--- config.mk ---
export PLATFORM = sky130hd
export DESIGN_NAME = i2s_rx_flat
export DESIGN_NICKNAME = d
export VERILOG_FILES = /design/src/rtl/i2s_rx_if.sv /design/src/rtl/i2s_rx.sv /design/src/flat_wrapper.sv
export SDC_FILE = /design/constraint.sdc
export NUM_CORES = 1
export LEC_CHECK = 0
export CORE_ASPECT_RATIO = 1.25
export CORE_MARGIN = 2
export CORE_UTILIZATION = 47
export CTS_BUF_LIST = sky130_fd_sc_hd__clkbuf_16
export DETAILED_ROUTE_END_ITERATION = 8
export GPL_ROUTABILITY_DRIVEN = 0
export PLACE_DENSITY_LB_ADDON = 0.15
export SLEW_MARGIN = 20
export SYNTH_ARGS = -nofsm -noshare
export SYNTH_HDL_FRONTEND = slang
export SYNTH_SLANG_ARGS = --single-unit
--- constraint.sdc ---
create_clock -name clk_i -period 1.8 [get_ports clk_i]
set_clock_uncertainty 0.2 [all_clocks]
set_input_delay 0.36 -clock clk_i [delete_from_list [all_inputs] [get_ports clk_i]]
set_output_delay 0.36 -clock clk_i [all_outputs]
set_load 0.03 [all_outputs]
--- src/rtl/i2s_rx_if.sv ---
// I2S receiver bus bundle: the three pins coming from the external master
// and the recovered-sample outputs. The master modport is the side that
// drives the I2S pins and consumes the samples; the slave modport is the
// receiver itself.
interface i2s_rx_if #(
  parameter int AUDIO_DW = 8
);
  logic                sck_i;
  logic                ws_i;
  logic                sd_i;
  logic [AUDIO_DW-1:0] l_data_o;
  logic [AUDIO_DW-1:0] r_data_o;
  logic                l_valid_o;
  logic                r_valid_o;
  logic                short_err_o;

  modport master (
    output sck_i,
    output ws_i,
    output sd_i,
    input  l_data_o,
    input  r_data_o,
    input  l_valid_o,
    input  r_valid_o,
    input  short_err_o
  );

  modport slave (
    input  sck_i,
    input  ws_i,
    input  sd_i,
    output l_data_o,
    output r_data_o,
    output l_valid_o,
    output r_valid_o,
    output short_err_o
  );
endinterface

--- src/rtl/i2s_rx.sv ---
// I2S receiver. SCK, WS and SD are oversampled in the clk_i domain through
// identical two-flop synchronizers, SCK rising edges are detected with one
// extra flop, and all protocol state advances only on detected rises.
// Words are captured MSB first with the standard one-bit delay after each
// WS edge; slots shorter than AUDIO_DW bits raise a one-cycle error pulse
// and are discarded, longer slots are truncated to their top AUDIO_DW bits.
module i2s_rx #(
  parameter int AUDIO_DW = 8
) (
  input  logic     clk_i,
  input  logic     rst_ni,
  i2s_rx_if.slave  bus
);

  localparam int              CW     = $clog2(AUDIO_DW + 1);
  localparam logic [CW-1:0]   FULL_C = CW'(AUDIO_DW);
  localparam logic [CW-1:0]   ONE_C  = CW'(1);
  localparam logic [CW-1:0]   ZERO_C = CW'(0);

  // Capture is disabled until the first WS edge gives a slot boundary.
  typedef enum logic [0:0] {
    ST_WAIT_WS = 1'b0,
    ST_ACTIVE  = 1'b1
  } state_e;

  // Synchronizer chains, bit order {sck, ws, sd} so all pins share one path.
  logic [2:0]          meta_r;
  logic [2:0]          sync_r;
  logic                sck_q_r;

  logic                sck_s;
  logic                ws_s;
  logic                sd_s;
  logic                rise_s;

  state_e              state_r,     state_nxt;
  logic                ch_r,        ch_nxt;
  logic [CW-1:0]       cnt_r,       cnt_nxt;
  logic [AUDIO_DW-1:0] shreg_r,     shreg_nxt;
  logic                ws_d_r,      ws_d_nxt;
  logic [AUDIO_DW-1:0] l_data_r,    l_data_nxt;
  logic [AUDIO_DW-1:0] r_data_r,    r_data_nxt;
  logic                l_valid_r,   l_valid_nxt;
  logic                r_valid_r,   r_valid_nxt;
  logic                short_err_r, short_err_nxt;

  logic                active_s;
  logic [CW-1:0]       cnt_cap_s;
  logic [AUDIO_DW-1:0] word_s;

  // Two-flop synchronizers for all pins plus the delayed SCK for edge detect.
  always_ff @(posedge clk_i or negedge rst_ni) begin
    if (!rst_ni) begin
      meta_r  <= 3'b000;
      sync_r  <= 3'b000;
      sck_q_r <= 1'b0;
    end else begin
      meta_r  <= {bus.sck_i, bus.ws_i, bus.sd_i};
      sync_r  <= meta_r;
      sck_q_r <= sync_r[2];
    end
  end

  assign sck_s  = sync_r[2];
  assign ws_s   = sync_r[1];
  assign sd_s   = sync_r[0];
  assign rise_s = sck_s & ~sck_q_r;

  // Slot tracking, capture, word completion and short-slot detection.
  always_comb begin
    state_nxt     = state_r;
    ch_nxt        = ch_r;
    cnt_nxt       = cnt_r;
    shreg_nxt     = shreg_r;
    ws_d_nxt      = ws_d_r;
    l_data_nxt    = l_data_r;
    r_data_nxt    = r_data_r;
    l_valid_nxt   = 1'b0;
    r_valid_nxt   = 1'b0;
    short_err_nxt = 1'b0;
    cnt_cap_s     = cnt_r;
    word_s        = {shreg_r[AUDIO_DW-2:0], sd_s};

    case (state_r)
      ST_WAIT_WS: active_s = 1'b0;
      ST_ACTIVE:  active_s = 1'b1;
      default:    active_s = 1'b0;
    endcase

    if (rise_s) begin
      // Capture while the slot still has room; cnt saturates at a full word.
      if (active_s && (cnt_r < FULL_C)) begin
        shreg_nxt = word_s;
        cnt_cap_s = cnt_r + ONE_C;
        if (cnt_cap_s == FULL_C) begin
          if (ch_r == 1'b0) begin
            l_data_nxt  = word_s;
            l_valid_nxt = 1'b1;
          end else begin
            r_data_nxt  = word_s;
            r_valid_nxt = 1'b1;
          end
        end else begin
          l_valid_nxt = 1'b0;
          r_valid_nxt = 1'b0;
        end
      end else begin
        cnt_cap_s = cnt_r;
      end
      cnt_nxt = cnt_cap_s;

      // A WS edge closes the slot; an incomplete word is dropped and flagged.
      // The LSB of a full-length slot arrives on this same rise, so the
      // completion check above already counted it.
      if (ws_s != ws_d_r) begin
        if (active_s && (cnt_cap_s < FULL_C)) begin
          short_err_nxt = 1'b1;
        end else begin
          short_err_nxt = 1'b0;
        end
        ch_nxt    = ws_s;
        cnt_nxt   = ZERO_C;
        state_nxt = ST_ACTIVE;
      end else begin
        state_nxt = state_r;
      end

      ws_d_nxt = ws_s;
    end else begin
      state_nxt = state_r;
    end
  end

  // Protocol state and registered outputs.
  always_ff @(posedge clk_i or negedge rst_ni) begin
    if (!rst_ni) begin
      state_r     <= ST_WAIT_WS;
      ch_r        <= 1'b0;
      cnt_r       <= ZERO_C;
      shreg_r     <= {AUDIO_DW{1'b0}};
      ws_d_r      <= 1'b0;
      l_data_r    <= {AUDIO_DW{1'b0}};
      r_data_r    <= {AUDIO_DW{1'b0}};
      l_valid_r   <= 1'b0;
      r_valid_r   <= 1'b0;
      short_err_r <= 1'b0;
    end else begin
      state_r     <= state_nxt;
      ch_r        <= ch_nxt;
      cnt_r       <= cnt_nxt;
      shreg_r     <= shreg_nxt;
      ws_d_r      <= ws_d_nxt;
      l_data_r    <= l_data_nxt;
      r_data_r    <= r_data_nxt;
      l_valid_r   <= l_valid_nxt;
      r_valid_r   <= r_valid_nxt;
      short_err_r <= short_err_nxt;
    end
  end

  assign bus.l_data_o    = l_data_r;
  assign bus.r_data_o    = r_data_r;
  assign bus.l_valid_o   = l_valid_r;
  assign bus.r_valid_o   = r_valid_r;
  assign bus.short_err_o = short_err_r;

endmodule

--- src/flat_wrapper.sv ---
// flat-port wrapper written by rule: the top's interface ports become plain ports
module i2s_rx_flat 
#(
  parameter int AUDIO_DW = 8
)
  (clk_i, rst_ni, bus_sck_i, bus_ws_i, bus_sd_i, bus_l_data_o, bus_r_data_o, bus_l_valid_o, bus_r_valid_o, bus_short_err_o);
  i2s_rx_if #(.AUDIO_DW(AUDIO_DW)) bus_i ();
  input  logic clk_i;
  input  logic rst_ni;
  input wire logic [$bits(bus_i.sck_i)-1:0] bus_sck_i;
  input wire logic [$bits(bus_i.ws_i)-1:0] bus_ws_i;
  input wire logic [$bits(bus_i.sd_i)-1:0] bus_sd_i;
  output wire logic [$bits(bus_i.l_data_o)-1:0] bus_l_data_o;
  output wire logic [$bits(bus_i.r_data_o)-1:0] bus_r_data_o;
  output wire logic [$bits(bus_i.l_valid_o)-1:0] bus_l_valid_o;
  output wire logic [$bits(bus_i.r_valid_o)-1:0] bus_r_valid_o;
  output wire logic [$bits(bus_i.short_err_o)-1:0] bus_short_err_o;
  assign bus_i.sck_i = bus_sck_i;
  assign bus_i.ws_i = bus_ws_i;
  assign bus_i.sd_i = bus_sd_i;
  assign bus_l_data_o = bus_i.l_data_o;
  assign bus_r_data_o = bus_i.r_data_o;
  assign bus_l_valid_o = bus_i.l_valid_o;
  assign bus_r_valid_o = bus_i.r_valid_o;
  assign bus_short_err_o = bus_i.short_err_o;
  i2s_rx #(.AUDIO_DW(AUDIO_DW)) u_core (.clk_i(clk_i), .rst_ni(rst_ni), .bus(bus_i));
endmodule
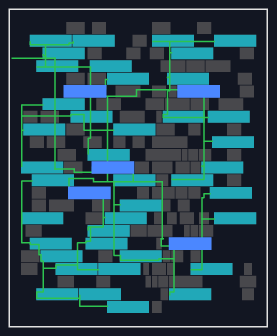
(clock wires, drivers and flops)
legend:
  clock wires:
    colour: green
    length: 452 µm
  flip-flops:
    colour: cyan
    count: 40
  clock drivers:
    colour: blue
    count: 5
flops lie: all over the die

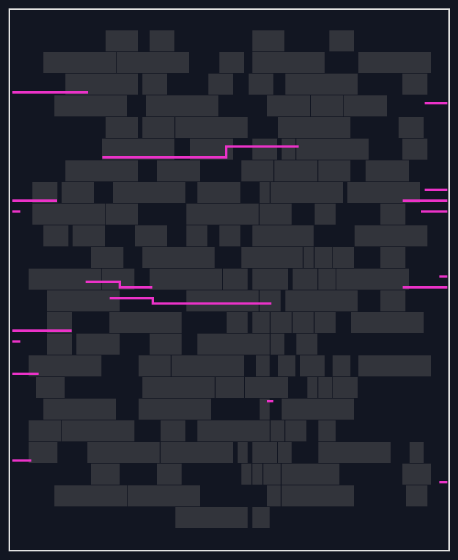
(M3 wires)
longest straight run: 15.4 µm
wire length on this layer: 104 µm
share of all routed wire: 3.8%

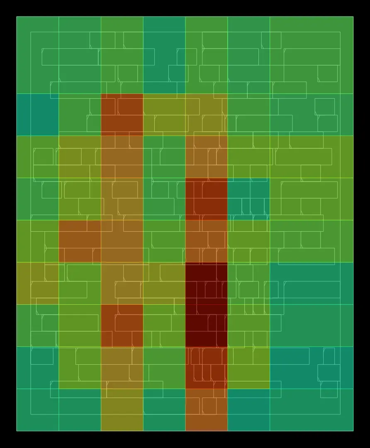
(congestion heat map)
DR WL/cell: 15.5 µm
Global Route Usage Sum: 17.4%
GRT Max-Usage Layer: met2
Finished Core Util: 64.5%
met1 usage: 20.7%

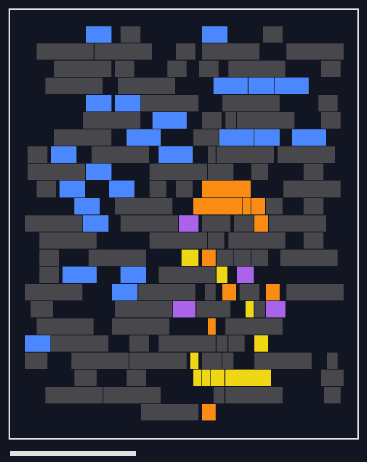
(gate-type map)
The bar under the picture is 20 µm long.
legend:
  multiplexers:
    colour: blue
    cells: 23
    most_used: mux2_2
  NAND gates:
    colour: yellow
    cells: 9
    most_used: nand2_1
    where: bottom centre
  NOR gates:
    colour: orange
    cells: 10
    most_used: nor2b_1
  AND-OR and OR-AND gates:
    colour: purple
    cells: 4

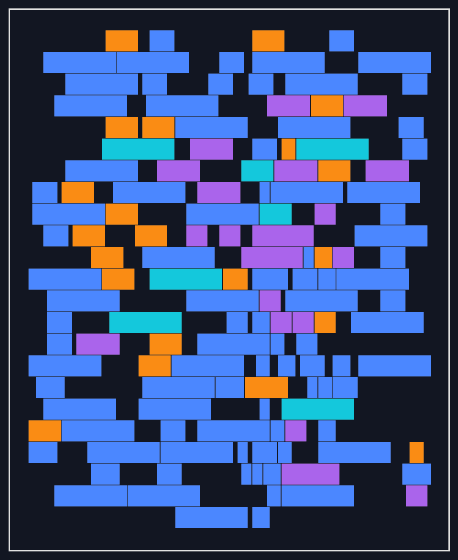
(cell sizes after repair)
legend:
  _2 cells:
    colour: orange
    cells: 21
    share: 15%
  _0 and _1 cells:
    colour: blue
    cells: 91
    share: 65%
  _3 and _4 cells:
    colour: purple
    cells: 20
    share: 14%
  _6 and larger:
    colour: cyan
    cells: 7
    share: 5.0%
final worst setup slack: -0.0834 ns
Layout Cell Area excl Fill: 2040 µm²
non-clock buffer total of the final layout: 34
Area growth syn-to-layout: 33.4%

==> metrics.csv <==
stage;metric;value;unit
cells_and_area;comb_area;558;µm²
synth;avgSynthCellArea;15.6;µm²
worst_setup_path;cp.required;1.76;ns
flow_run;warnings;30;
die;rows;23;
global_routing;antenna_found_initial;0;
worst_setup_path;critPathLaunchType;flip-flop;
synth;area_leaders;dfrtp_1, mux2_2, nor4_4;
sta;finalHoldViolCount;0;
synth;synthTopCellsByCount;dfrtp_1, mux2_2, nand2_1, nor2b_1, o21ai_0;
flow_run;drv_cap;0;
worst_setup_path;cpPeakStageDelay;0.42;ns
synth;synth_top_cell_by_count;dfrtp_1;
routing;ant_nets;0;
cells_and_area;final_cells;176;
cells_and_area;buffer_area_share;14.4;%
die;fp_util;48.3;%
die;die_area;3730;µm²
synth;ys_ff;40;
synth;simple_gate_share;11.3;%
routing;route.met3.wl;103;µm
routing;top_layer;met4;
routing;drtIter0Drc;27;
cells_and_area;n_clock_buffer;5;
worst_setup_path;critPathSlowestCell;dfrtp_1;
worst_setup_path;worst_setup_path_end_kind;flip-flop;
routing;drt_pass1_iterations;3;
sta;slew_viol_final;0;
routing;routed_wl;2.72;mm
worst_setup_path;crit_chain;ha_2, nand3b_1, nor4_4, buf_4, mux2_2;
cells_and_area;nets;146;
placed_design;placed_cell_area;1860;µm²
synth;async_reset_ff_share;100;%
worst_setup_path;crit_buf_inv;1;
synth;logic_family;multiplexers;
worst_setup_path;crit_family;simple AND/OR/NAND/NOR gates;
power_and_ir_drop;irDropWorstVdd;0.809;mV
hold_path;hold_path_class;reg -> reg;
synth;ys_types;24;
routing;wl_met2;1.38;mm
sta;worst_slack;-0.0834;ns
cells_and_area;seq-cell-share;49.0;%
synth;synth-area-yosys;1530;µm²
clocking;cts_sinks;40;
placed_design;port_buffers;23;
clocking;cts-buffers-inserted;5;
clocking;root_buffer;clkbuf_16;
clocking;insertion_delay;0.28;ns
synth;synthFlopType;dfrtp_1;
die;core-area;3170;µm²
cells_and_area;ff_count;40;
synth;synth_area;1530;µm²
die;io_pins;24;
synth;ys_sh_adder;1.64;%
synth;ys_sh_aoi;3.92;%
synth;yosysTopAreaCell;dfrtp_1;
die;die_w;55.0;µm
synth;syn_nets;105;
clocking;cts_buffer_depth;2;
clocking;ctsResizeCount;20;
cells_and_area;drive_above_1_share;34.5;%
outcome;violations;negative setup slack;
routing;routed_via_density;5.16;
synth;top_area_share;65.4;%
cells_and_area;clock_area_share;6.74;%
die;n_tap_cell;37;
synth;synth-edff-count;0;
synth;synth_seq_share;65.4;%
routing;via_count;909;
placed_design;preCtsSetupSlack;-0.0538;ns
routing;drc_errors;0;
clocking;cts_hold_buf;1;
cells_and_area;antennaDiodeCount;0;
synth;synth.area.mux_share;16.9;%
sta;finalCritPeriodShare;105;%
cells_and_area;logic_gate_count;57;
power_and_ir_drop;finalPower;2.12;mW
synth;synthCells;98;
placed_design;place_inst;166;
sta;setup_viol;16;
sta;period_needed;1.88;ns
global_routing;grt_pass1_wl;4.40;mm
global_routing;grt_max_degree;41;
cells_and_area;comb_area_share;27.3;%
synth;synth_warnings;0;
cells_and_area;n_all_inverters;1;
worst_setup_path;critPathKind;reg -> reg;
worst_setup_path;cp.arrival;1.85;ns
worst_setup_path;path_max_fanout;5;
outcome;status;finished, violations left;
clocking;cts_setup_buffers;0;
routing;wl_met1;1.21;mm
global_routing;gr-total-overflow;0;
clocking;cts_max_level;2;
cells_and_area;n_fill_cell;246;
placed_design;dp_hpwl;1.86;mm
power_and_ir_drop;power.leakage;1.05;nW
sta;max_freq;531;MHz
power_and_ir_drop;cellPowerDensity;1040;nW/µm²
sta;whs;0.147;ns
sta;worst_slew_pin_slew;0.488;ns
sta;setup_tns;-0.844;ns
synth;xor_share;0.572;%
sta;relSlewSlack;67.4;%
clocking;clkTransAtPathRegs;0.05;ns
global_routing;grt_pass1_vias;949;
die;die.size.y;67.8;µm
cells_and_area;largest_cell_class;registers;
cells_and_area;regArea;1000;µm²
synth;ys_cells;98;
sta;rsz0062_at_grt;yes;
clocking;cts_tree;done;
layer usage:
layer / track usage [%] / vias to the layer above
met5: 0 / -
met4: 8.23 / 0
met3: 6.19 / 4
met2: 27.5 / 21
met1: 20.7 / 452
li1: - / 432
worst paths after layout:
path | slack [ns] | endpoint | start | depth (start not counted)
max in group asynchronous | 0.60 | u_core.bus.r_data_o[6]$_DFFE_PN0P_ | rst_ni | 3
setup / recovery | -0.08 | u_core.bus.l_data_o[2]$_DFFE_PN0P_ | u_core.cnt_r[0]$_DFFE_PN0P_ | 5
setup reg to reg | -0.08 | u_core.bus.l_data_o[2]$_DFFE_PN0P_ | u_core.cnt_r[0]$_DFFE_PN0P_ | 5
hold reg to reg | 0.15 | u_core.sync_r[1]$_DFF_PN0_ | u_core.meta_r[1]$_DFF_PN0_ | 0
min in group asynchronous | 0.47 | u_core.ch_r$_DFFE_PN0P_ | rst_ni | 3
hold / removal | 0.15 | u_core.sync_r[1]$_DFF_PN0_ | u_core.meta_r[1]$_DFF_PN0_ | 0
cells in the final DEF, fill, tap and decap left out, types with 2 or more instances in the layout:
cell,netlist,final
dfrtp_1,40,40
nand2b_1,2,2
buf_4,0,8
nand2_1,4,4
mux2_2,23,15
buf_6,0,2
clkbuf_16,0,5
nor2b_1,4,4
nor4_4,2,2
mux2_4,0,8
nor2_1,2,2
clkdlybuf4s50_1,0,3
dlygate4sd2_1,0,19
o21ai_0,4,4
flip-flops by register name (all words and copies together), names as in the netlist, 3 cells and up:
register,cells
u_core.bus.l_data_o,8
u_core.sync_r,3
u_core.bus.r_data_o,8
u_core.shreg_r,7
u_core.cnt_r,4
u_core.meta_r,3
report_power, final:
group / internal (mW) / switching, mW
sequential: 1.00 / 0.101
clock: 0.501 / 0.318
combinational: 0.114 / 0.0823
total: 1.62 / 0.502
